Figure 1. The clock network.
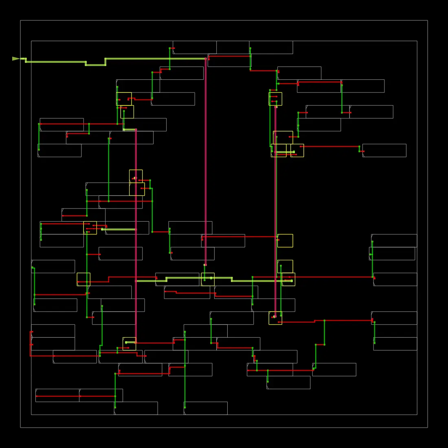
Figure 2. Wiring heat map.
The die is cut into 17 by 17 equal tiles; dark blue is low, red is high, scaled to the fullest tile. Values are wire area over tile area, all layers added.
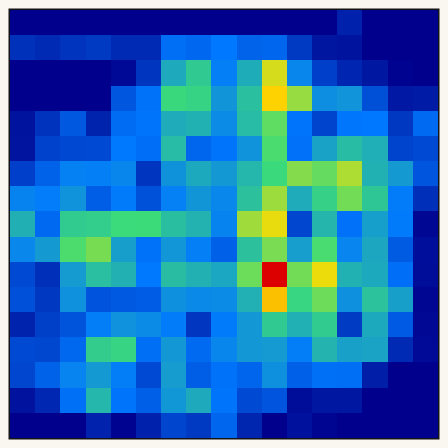
Figure 3. Routed metal, one color a layer.
Only two layers are drawn.
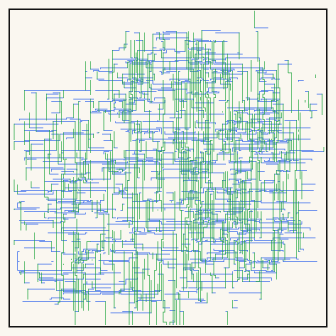
Figure 4. Layout detail.
Window x 1 to 41, y 44 to 84 um. Cells in gray, sequential cells in the stronger gray; small squares are vias.
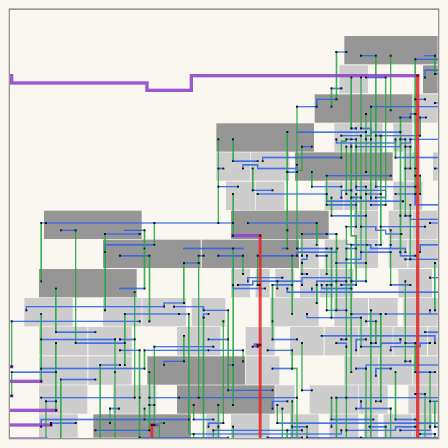
Design capture_sequencer, sky130hd; sources not shown.
==> results.tsv <==
metric	value	unit
GPL Wtd Cong	0.8260	
Die Width	85.94	um
CP max FO	9	
outcome	finished with violations	
placed instance area	4118	sq um
final hold viol count	0	
Vias/cell	5.585	
share of post-route cells with drive strength above 1	29.02	%
area grow syn2layout	32.39	%
# rows	29	
Mapped Area	3357	sq um
Final nets	437	
pre-CTS WS	-0.1941	ns
number of antenna violations at the first check in global routing	0	
CTS tree	yes	
drt pass-1 iters	5	
Clock power frac	27.7	%
Hold Path Stages	1	
Psw	892.6	uW
largest net degree at the start of global routing	62	
clock-pin slew on the worst setup and hold paths	0.13	ns
max-slew violation count	0	
Internal	1.718	mW
DRC violations left	0	
number of global-route vias before repair	2738	
Max Fclk	0.4341	GHz
Worst Reg-to-Reg Cells	8	
Boundary Pins	42	
hold buffer count at CTS	0	
Init Core Util	52.27	%
number of port buffers	37	
final worst setup slack	-0.003518	ns
Core Region	6422	sq um
Finish-stage setup viols	3	
Slew @ Worst Pin	0.5192	ns
Mapped Nets	357	
clk root buf	clkbuf_4	
Synth flops	61	
PwrDens	587.5	nW/um^2
combinational power share	25.7	%
CP required	2.50	ns
dpl cells	473	
fillcell total	487	
Yosys Instances	332	
Reg2Reg Setup Slack	-0.004	ns
Synth cell types	50	
Leak Pwr	2.161	nW
global-route wire length before repair	12730	um
violated checks	negative setup slack	
main flop type	dfrtp_1	
total grt overflow	0	
Hold WC Path Type	reg -> reg	
final instance area	4444	sq um
minimum clock period	2.304	ns
Worst slew margin	65.33	%
Max clock buf depth	2	
RSZ-0062 raised after global routing	yes	
Tool Warnings	33	
yosys stat chip area	3357	sq um
About Figure 1:
total CTS buffers: 9
layout clock buffer count: 9
seq_cells: 61
Clk. pwr: 722 uW

About Figure 2:
17% of the tiles are nearly empty. The densest ninth of the die: center. The fullest tile reaches 0.69. 7.6% of the tiles are over half the peak. The mean over all tiles is 0.16.
Global Route Usage Sum: 22.06%
DR WL/cell: 15.44 um
final wirelength: 7625 um
vias: 2,759

About Figure 3:
Key: metal 1 = blue [wire length 3,320 um]; metal 2 = green [wire length 3,760 um]

About Figure 4:
Key: metal 3 = purple; metal 4 = red; metal 2 = green; metal 1 = blue
Sequential cells in the window: 12. Most frequent: dfrtp_1 (12), xnor2_1 (8), o21ai_0 (7). 77 logic cells have their middle in the window.

logic make-up after synthesis:
kind of cell,Yosys count,share of synthesized area [%]
multiplexers,27,8.983
XOR/XNOR,40,10.85
AND-OR/OR-AND,59,11.18
AND/OR/NAND/NOR,120,19.08
adder cells (fa/ha/maj),5,1.864
buffers and inverters,20,2.534
flip-flops,61,45.51
cell usage in the layout (no fill, tap or decap), drive strengths merged, types with 4 or more instances in the layout:
cell type / instances
xnor2: 22
a21oi: 7
inv: 11
nand2: 30
nor3: 5
ha: 5
dfrtp: 60
buf: 45
nor3b: 6
mux2: 25
clkdlybuf4s50: 21
a31oi: 4
and3: 7
clkbuf: 9
o31ai: 6
nand2b: 7
o21ai: 27
nand4: 4
nor2: 29
nand3: 13
xor2: 17
dlymetal6s2s: 13
nor4: 4
layout make-up:
| class | instances | area [sq um] | area share (%) |
|---|---|---|---|
| sequential | 61 | 1533 | 34.49 |
| clock inverter | 7 | 62.56 | 1.408 |
| tap | 77 | 96.34 | 2.168 |
| timing repair buffer | 82 | 773.2 | 17.40 |
| multi-input combinational | 251 | 1886 | 42.43 |
| clock buffer | 9 | 67.56 | 1.520 |
| inverter | 7 | 26.28 | 0.5912 |
power groups by stage:
stage          Sequential (mW)  Combinational (mW)  Clock, mW
4_1_cts                   1.22               0.630      0.738
3_3_place_gp              1.24               0.599          0
2_1_floorplan             1.27               0.371          0
6_report                  1.22               0.672      0.722
3_5_place_dp              1.24               0.615          0
5_1_grt                   1.23               0.731      0.786
repair_timing:
| item | 4_1_cts | 5_1_grt |
|---|---|---|
| endpoints found under the setup margin | 15 | 27 |
| gates resized | 6 | 42 |
| setup buffers | 3 | 2 |
| pin swaps | 1 | 8 |
cell usage after synthesis (2+ instances only):
| cell type | number |
|---|---|
| nand4_1 | 4 |
| nor4b_1 | 3 |
| nor2b_1 | 2 |
| mux2i_1 | 2 |
| or3_1 | 2 |
| o41ai_1 | 3 |
| nand2_1 | 30 |
| a21oi_1 | 6 |
| nand2b_1 | 7 |
| and3_1 | 7 |
| ha_1 | 5 |
| nand3_1 | 13 |
| o2111ai_1 | 2 |
| inv_1 | 7 |
| xor2_1 | 17 |
| nor4_1 | 3 |
| nor2_1 | 29 |
| buf_2 | 2 |
| a31oi_1 | 4 |
| nor3b_2 | 2 |
| a211o_1 | 2 |
| mux2_2 | 25 |
| nand4b_1 | 2 |
| o21ai_0 | 27 |
| clkbuf_1 | 9 |
| o31ai_1 | 6 |
| nor3b_1 | 4 |
| nor3_1 | 5 |
| dfrtp_1 | 60 |
| xnor2_1 | 22 |
metal layers:
| metal | vias to the layer above | global-route usage [%] | routed length [um] |
|---|---|---|---|
| met5 | - | 0 | 0 |
| met4 | 0 | 8.947 | 169 |
| met3 | 17 | 4.909 | 374 |
| met2 | 71 | 36.43 | 3762 |
| met1 | 1327 | 28.06 | 3318 |
| li1 | 1344 | - | - |
critical path, stage by stage, from the launching register on:
cell       delay, ns
dfrtp_1         0.42
ha_4            0.21
nand3_2         0.13
or3_1           0.42
o2111ai_2       0.11
nor4b_2         0.09
o211ai_2        0.22
buf_12          0.16
mux2_2          0.33
Power figures rest on the tool's default switching activity, not on a simulated workload.
